File: config.mk
export PLATFORM = sky130hd
export DESIGN_NAME = hazard_stall_ctrl
export DESIGN_NICKNAME = d
export VERILOG_FILES = /design/src/rtl/hazard_stall_ctrl.sv
export SDC_FILE = /design/constraint.sdc
export NUM_CORES = 1
export LEC_CHECK = 0
export CAP_MARGIN = 0
export CORE_AREA = 10 10 74 76
export CTS_BUF_LIST = sky130_fd_sc_hd__clkbuf_8
export DETAILED_ROUTE_END_ITERATION = 16
export DIE_AREA = 0 0 84 86
export HOLD_SLACK_MARGIN = 0.1
export PLACE_DENSITY_LB_ADDON = 0.12
export RECOVER_POWER = 25
export SETUP_SLACK_MARGIN = 0.2
export SKIP_CTS_REPAIR_TIMING = 1
export SLEW_MARGIN = 10
export SYNTH_ARGS = -nofsm -noshare
export SYNTH_HDL_FRONTEND = slang
export SYNTH_SLANG_ARGS = --single-unit
File: constraint.sdc
create_clock -name clk -period 2.03 [get_ports clk]
set_input_delay 0.203 -clock clk [delete_from_list [all_inputs] [get_ports clk]]
set_output_delay 0.203 -clock clk [all_outputs]
set_load 0.005 [all_outputs]
File: src/rtl/hazard_stall_ctrl.sv
// Load-use hazard detector and front-end stall controller for the 5-stage MIPS pipeline.
// Also arbitrates data-memory freezes and taken-branch flushes, and counts load-use bubbles.
module hazard_stall_ctrl #(
    parameter int unsigned REG_AW   = 5,
    parameter int unsigned LOAD_LAT = 1,
    parameter int unsigned CNT_W    = 16
) (
    input  logic              clk,
    input  logic              rst_n,
    input  logic              idex_mem_read,
    input  logic [REG_AW-1:0] idex_rt,
    input  logic [REG_AW-1:0] ifid_rs,
    input  logic [REG_AW-1:0] ifid_rt,
    input  logic              ifid_rs_used,
    input  logic              ifid_rt_used,
    input  logic              branch_taken,
    input  logic              mem_busy,
    input  logic              stat_clr,
    output logic              pc_hold,
    output logic              ifid_hold,
    output logic              ctrl_bubble,
    output logic              ifid_flush,
    output logic              pipe_freeze,
    output logic [CNT_W-1:0]  stall_cycles
);

    typedef enum logic [1:0] {
        StIdle      = 2'd0,
        StLoadStall = 2'd1,
        StMemWait   = 2'd2
    } state_e;

    localparam logic [3:0]       CntInit    = 4'(LOAD_LAT - 1);
    localparam bit               MultiCycle = (LOAD_LAT > 1);
    localparam logic [CNT_W-1:0] StatOne    = CNT_W'(1);
    localparam logic [CNT_W-1:0] StatMax    = '1;

    state_e           state_q, state_d;
    logic [3:0]       cnt_q, cnt_d;
    logic [CNT_W-1:0] stall_q, stall_d;

    logic rs_hit, rt_hit, hz;
    logic pc_hold_raw, ifid_hold_raw, bubble_raw, flush_raw, freeze_raw;
    logic count_bubble;

    // $zero is hard-wired, so a load targeting it can never create a real dependency.
    assign rs_hit = ifid_rs_used && (idex_rt == ifid_rs);
    assign rt_hit = ifid_rt_used && (idex_rt == ifid_rt);
    assign hz     = idex_mem_read && (idex_rt != '0) && (rs_hit || rt_hit);

    always_comb begin
        state_d       = state_q;
        cnt_d         = cnt_q;
        pc_hold_raw   = 1'b0;
        ifid_hold_raw = 1'b0;
        bubble_raw    = 1'b0;
        flush_raw     = 1'b0;
        freeze_raw    = 1'b0;
        count_bubble  = 1'b0;

        if (mem_busy) begin
            pc_hold_raw   = 1'b1;
            ifid_hold_raw = 1'b1;
            freeze_raw    = 1'b1;
            if (state_q == StIdle) begin
                state_d = StMemWait;
            end
        end else if (branch_taken) begin
            flush_raw  = 1'b1;
            bubble_raw = 1'b1;
            state_d    = StIdle;
            cnt_d      = 4'd0;
        end else begin
            case (state_q)
                // MEM_WAIT drops back to IDLE and evaluates the hazard in the same cycle.
                StIdle, StMemWait: begin
                    state_d = StIdle;
                    if (hz) begin
                        pc_hold_raw   = 1'b1;
                        ifid_hold_raw = 1'b1;
                        bubble_raw    = 1'b1;
                        count_bubble  = 1'b1;
                        if (MultiCycle) begin
                            state_d = StLoadStall;
                            cnt_d   = CntInit;
                        end
                    end
                end
                StLoadStall: begin
                    pc_hold_raw   = 1'b1;
                    ifid_hold_raw = 1'b1;
                    bubble_raw    = 1'b1;
                    count_bubble  = 1'b1;
                    cnt_d         = cnt_q - 4'd1;
                    if (cnt_q <= 4'd1) begin
                        state_d = StIdle;
                        cnt_d   = 4'd0;
                    end
                end
                default: begin
                    state_d = StIdle;
                    cnt_d   = 4'd0;
                end
            endcase
        end
    end

    always_comb begin
        stall_d = stall_q;
        if (stat_clr) begin
            stall_d = '0;
        end else if (count_bubble && (stall_q != StatMax)) begin
            stall_d = stall_q + StatOne;
        end
    end

    always_ff @(posedge clk or negedge rst_n) begin
        if (!rst_n) begin
            state_q <= StIdle;
            cnt_q   <= 4'd0;
            stall_q <= '0;
        end else begin
            state_q <= state_d;
            cnt_q   <= cnt_d;
            stall_q <= stall_d;
        end
    end

    // Control outputs are gated so they read 0 for the whole time reset is held.
    assign pc_hold      = rst_n & pc_hold_raw;
    assign ifid_hold    = rst_n & ifid_hold_raw;
    assign ctrl_bubble  = rst_n & bubble_raw;
    assign ifid_flush   = rst_n & flush_raw;
    assign pipe_freeze  = rst_n & freeze_raw;
    assign stall_cycles = stall_q;

endmodule

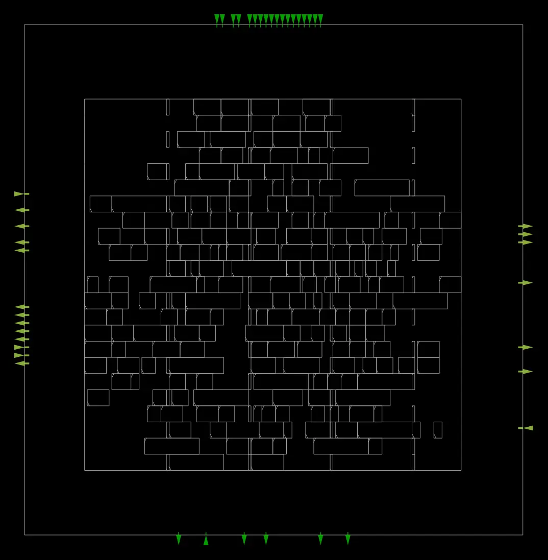
Figure 1: run 1, placement view.
Post-Layout Cell Count: 253
Rows: 23
sequential share of cell area: 18.8%
post-layout util: 53.7%

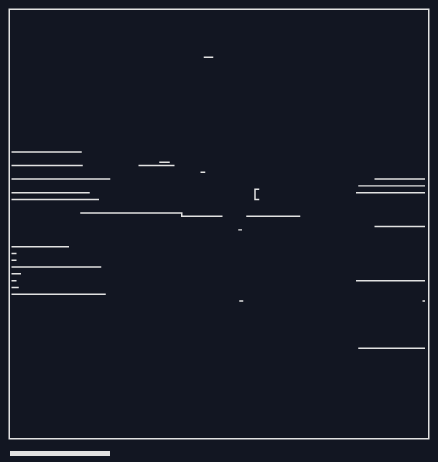
Figure 2: run 1, metal 3.
Bar = 20 um.
wire length on this layer: 260 um
main direction: horizontal
nets with wire on the layer: 26
longest straight run: 20.2 um
share of all routed wire: 6.0%

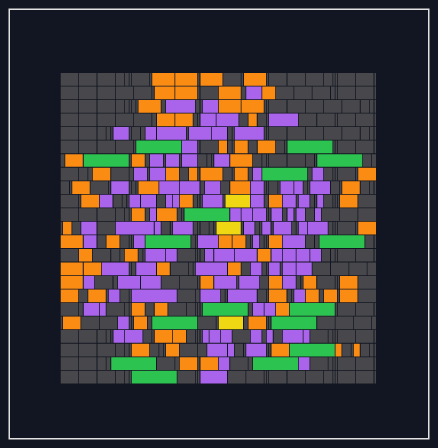
Figure 3: run 1, placed cells, one colour a class.
Fill, decap, tap and diode cells in grey.
legend:
  yellow:
    class: cells driving clock nets
    cells: 3
    share_of_their_area: 2.0%
  green:
    class: flip-flops
    cells: 16
    share_of_their_area: 19%
  purple:
    class: all other logic
    cells: 108
    share_of_their_area: 45%
  orange:
    class: other buffers and delay cells
    cells: 76
    share_of_their_area: 34%

==> impl_metrics.yaml, run 1 <==
# flow metrics
run_status:
  status: "finished, final reports clean"
floorplanning:
  die_x_um: 84
placed_design:
  place_worst_setup_slack_ns: -0.459
  place_area_um2: 1800
  numPortBuffers: 43
  dp.cells: 237
  routabilityCongestion: 0.795
final_layout:
  logic_gates: 108
  final_cell_area_um2: 2130
  lay_top_count: "buf_4"
  diodes: 0
synthesis:
  async_reset_ff_share_pct: 100
  yosys.area_share.simple_pct: 35.1
  fp_nets: 154
  logic_family: "simple AND/OR/NAND/NOR gates"
  synth_dominant_cell_count: "dfrtp_1"
  xor_share_pct: 7.36
  netlist_instances: 130
final_timing:
  slew_headroom_pct: 50.9
  finalWorstSetupSlack_ns: 0.115
  drv_slew: 0
  worst_hold_slack_ns: 0.270
  fmax_mhz: 522
  rsz0062_at_grt: "true"
global_routing:
  grt_pass1_vias: 1305
  grt.met2_usage_pct: 17.1
routing:
  routedWlPerCell_um: 17.1
  drc: 0
  dr.first_iter.drc_count: 76
clocking:
  clk_pin_slew_ns: 0.07
  cts_num_sinks: 16
  tritoncts: "built"
power_and_ir_drop:
  p_clk_share_pct: 33.9
  p_int_mw: 0.532
  power.group.top: "registers"
  p_leak_nw: 0.964
  p_switching_mw: 0.189
setup_path:
  r2r_start: "stall_cycles[10]"
  cp_slowest_cell: "or4_4"
  cp_max_fo: 7
  cp-startpoint: "stall_cycles[10]"
  endpoint: "stall_cycles[14]"
Figure 4. M2 wires (run 1).
Cells faint in the background.
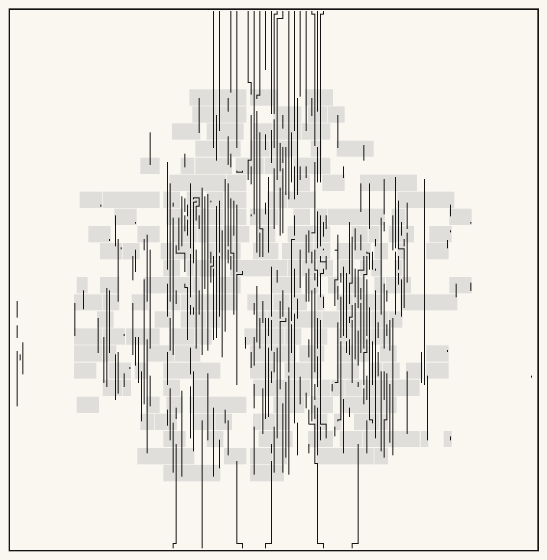

## Run 2: what changed since run 1
--- a/constraint.sdc
+++ b/constraint.sdc
@@ -3,2 +3,2 @@
 set_output_delay 0.203 -clock clk [all_outputs]
-set_load 0.005 [all_outputs]
+set_load 0.05 [all_outputs]
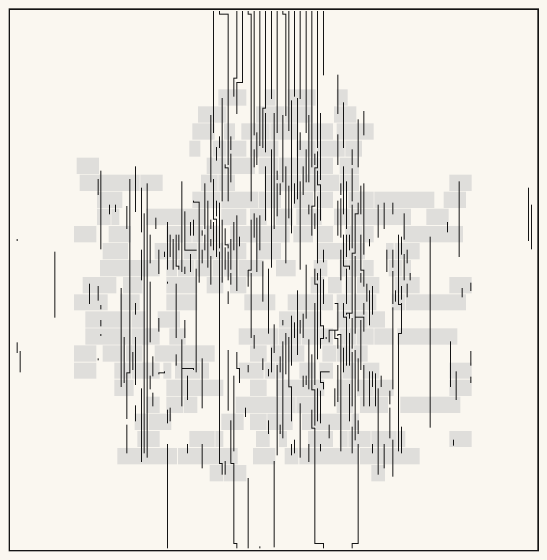
Figure 5: run 2, M2 wires.
Cells faint in the background.
share of all routed wire: 51%
main direction: vertical
wire length on this layer: 2,050 um
longest straight run: 43.5 um
nets with wire on the layer: 194
routing usage on met2: 17.5%
via count: 1,277
WL final: 4030 um

==> run 2 against run 1 <==
Critical path depth rose by 2. Sequential power barely moved. Area after synthesis did not move. Critical path type unchanged. Highest routed layer unchanged.
==> impl_metrics.yaml, run 2 <==
# flow metrics
final_timing:
  slew_headroom_pct: 39.8
  worst_hold_slack_ns: 0.253
  drv_slew: 0
  fmax_mhz: 547
placed_design:
  routabilityCongestion: 0.797
  place_area_um2: 1870
  place_worst_setup_slack_ns: -0.331
  dp.cells: 233
setup_path:
  cp_slowest_cell: "or4_1"
  cp_max_fo: 5
  endpoint: "stall_cycles[13]"
  cp-startpoint: "stall_cycles[0]"
routing:
  drc: 0
  routedWlPerCell_um: 16.2
  dr.first_iter.drc_count: 86
synthesis:
  netlist_instances: 130
  fp_nets: 154
  yosys.area_share.simple_pct: 35.1
  synth_dominant_cell_count: "dfrtp_1"
  async_reset_ff_share_pct: 100
  xor_share_pct: 7.36
  logic_family: "simple AND/OR/NAND/NOR gates"
final_layout:
  final_util_pct: 53.9
  logic_gates: 108
  diodes: 0
  lay_top_count: "buf_4"
clocking:
  tritoncts: "built"
  clk_pin_slew_ns: 0.07
power_and_ir_drop:
  power.group.top: "registers"
  p_switching_mw: 0.214
run_status:
  status: "finished, final reports clean"
global_routing:
  grt_pass1_vias: 1328
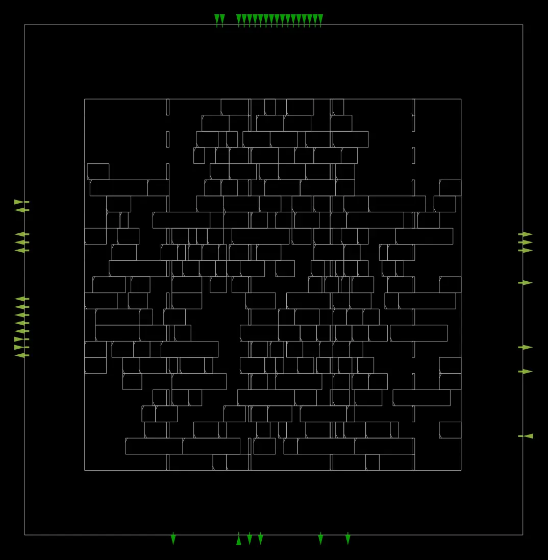
Figure 6: run 2, placement view.
n_taps: 50
sequential share of cell area: 19.6%
flop count: 16
Post-Layout Cell Count: 249
fill count: 349

Figure 7. Metal 3 (run 2).
Bar = 20 um.
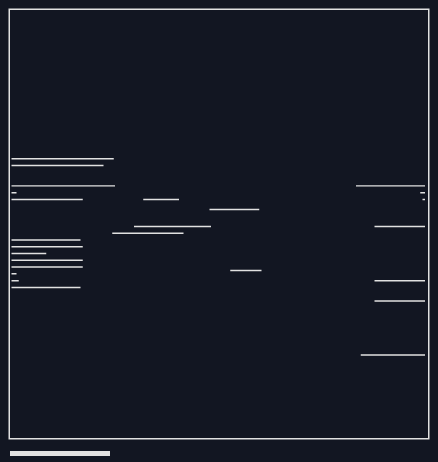

## Run 3: what changed since run 2
Settings changed: GPL_TIMING_DRIVEN set to 0.
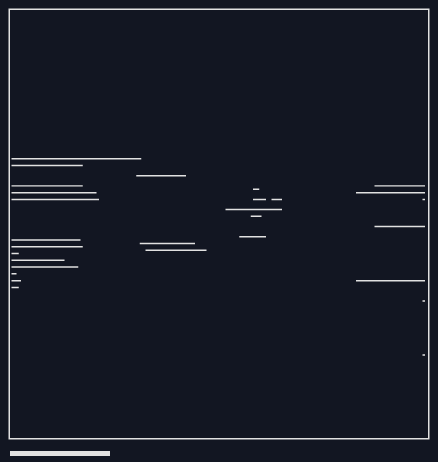
Figure 8: run 3, metal 3.
Bar = 20 um.
nets with wire on the layer: 27
share of all routed wire: 5.6%
longest straight run: 25.8 um

==> run 3 against run 2 <==
Final cell count is 1.2% lower. Synthesized cell count stayed put. Via count is 3.5% higher. Clock-buffer cell count is 1 lower. Combinational power is 2% higher. Area after synthesis stayed put. Wire length is 8.3% higher. Clock skew is 0.0030 ns lower. First-iteration DRC count is 64% higher. Register-to-register slack worse by 0.04 ns. Utilization is 0.47 points higher. Worst hold slack better by 0.21 ns. Highest routed layer unchanged.
==> impl_metrics.yaml, run 3 <==
# flow metrics
run_status:
  status: "finished, final reports clean"
routing:
  drc: 0
  routedWlPerCell_um: 17.8
setup_path:
  cp_slowest_cell: "or4_4"
  endpoint: "pc_hold"
  cp_max_fo: 4
synthesis:
  synth_dominant_cell_count: "dfrtp_1"
  xor_share_pct: 7.36
  logic_family: "simple AND/OR/NAND/NOR gates"
  fp_nets: 154
placed_design:
  dp.cells: 223
  place_worst_setup_slack_ns: -1.10
  routabilityCongestion: 0.795
final_layout:
  lay_top_count: "buf_4"
  final_util_pct: 54.3
  design.seq.count: 16
  final_cell_count_no_fill: 246
final_timing:
  worst_hold_slack_ns: 0.460
  slew_headroom_pct: 48.1
  fmax_mhz: 518
power_and_ir_drop:
  p_switching_mw: 0.207
global_routing:
  grt_pass1_vias: 1227
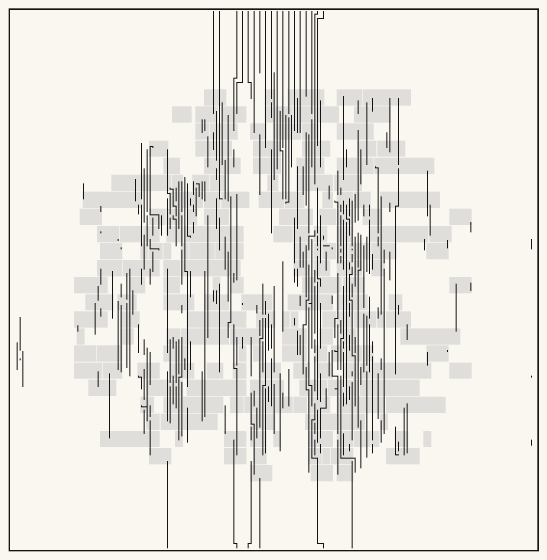
Figure 9: run 3, M2 wires.
Cells faint in the background.
main direction: vertical
longest straight run: 29.8 um
share of all routed wire: 51%
routing usage on met2: 18.0%
via count: 1,322
WL final: 4370 um


==> screenshots <==
Nets reached from selected ports.
(a)
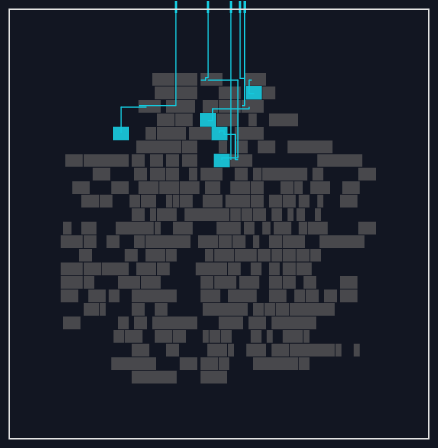
(b)
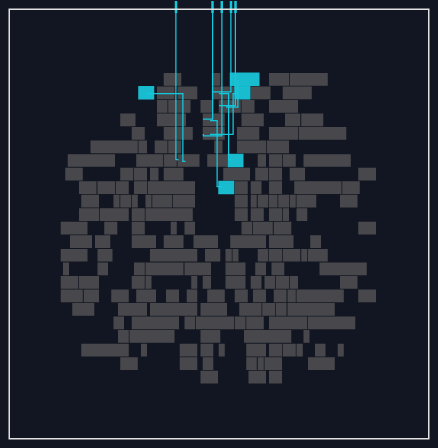
(c)
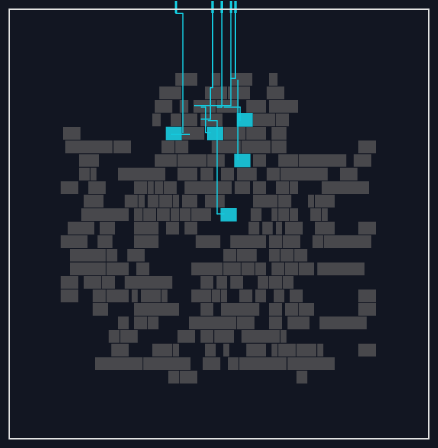
- (a) = run 1
- (c) = run 2
- (b) = run 3

Key to (b):
legend:
  cyan:
    port: ifid_rt
    bits: 5
    direction: input
    edge: top
    end_cells: 5
    buffers: 5
    wire: 199 um

Power and IR drop assume default switching activity.
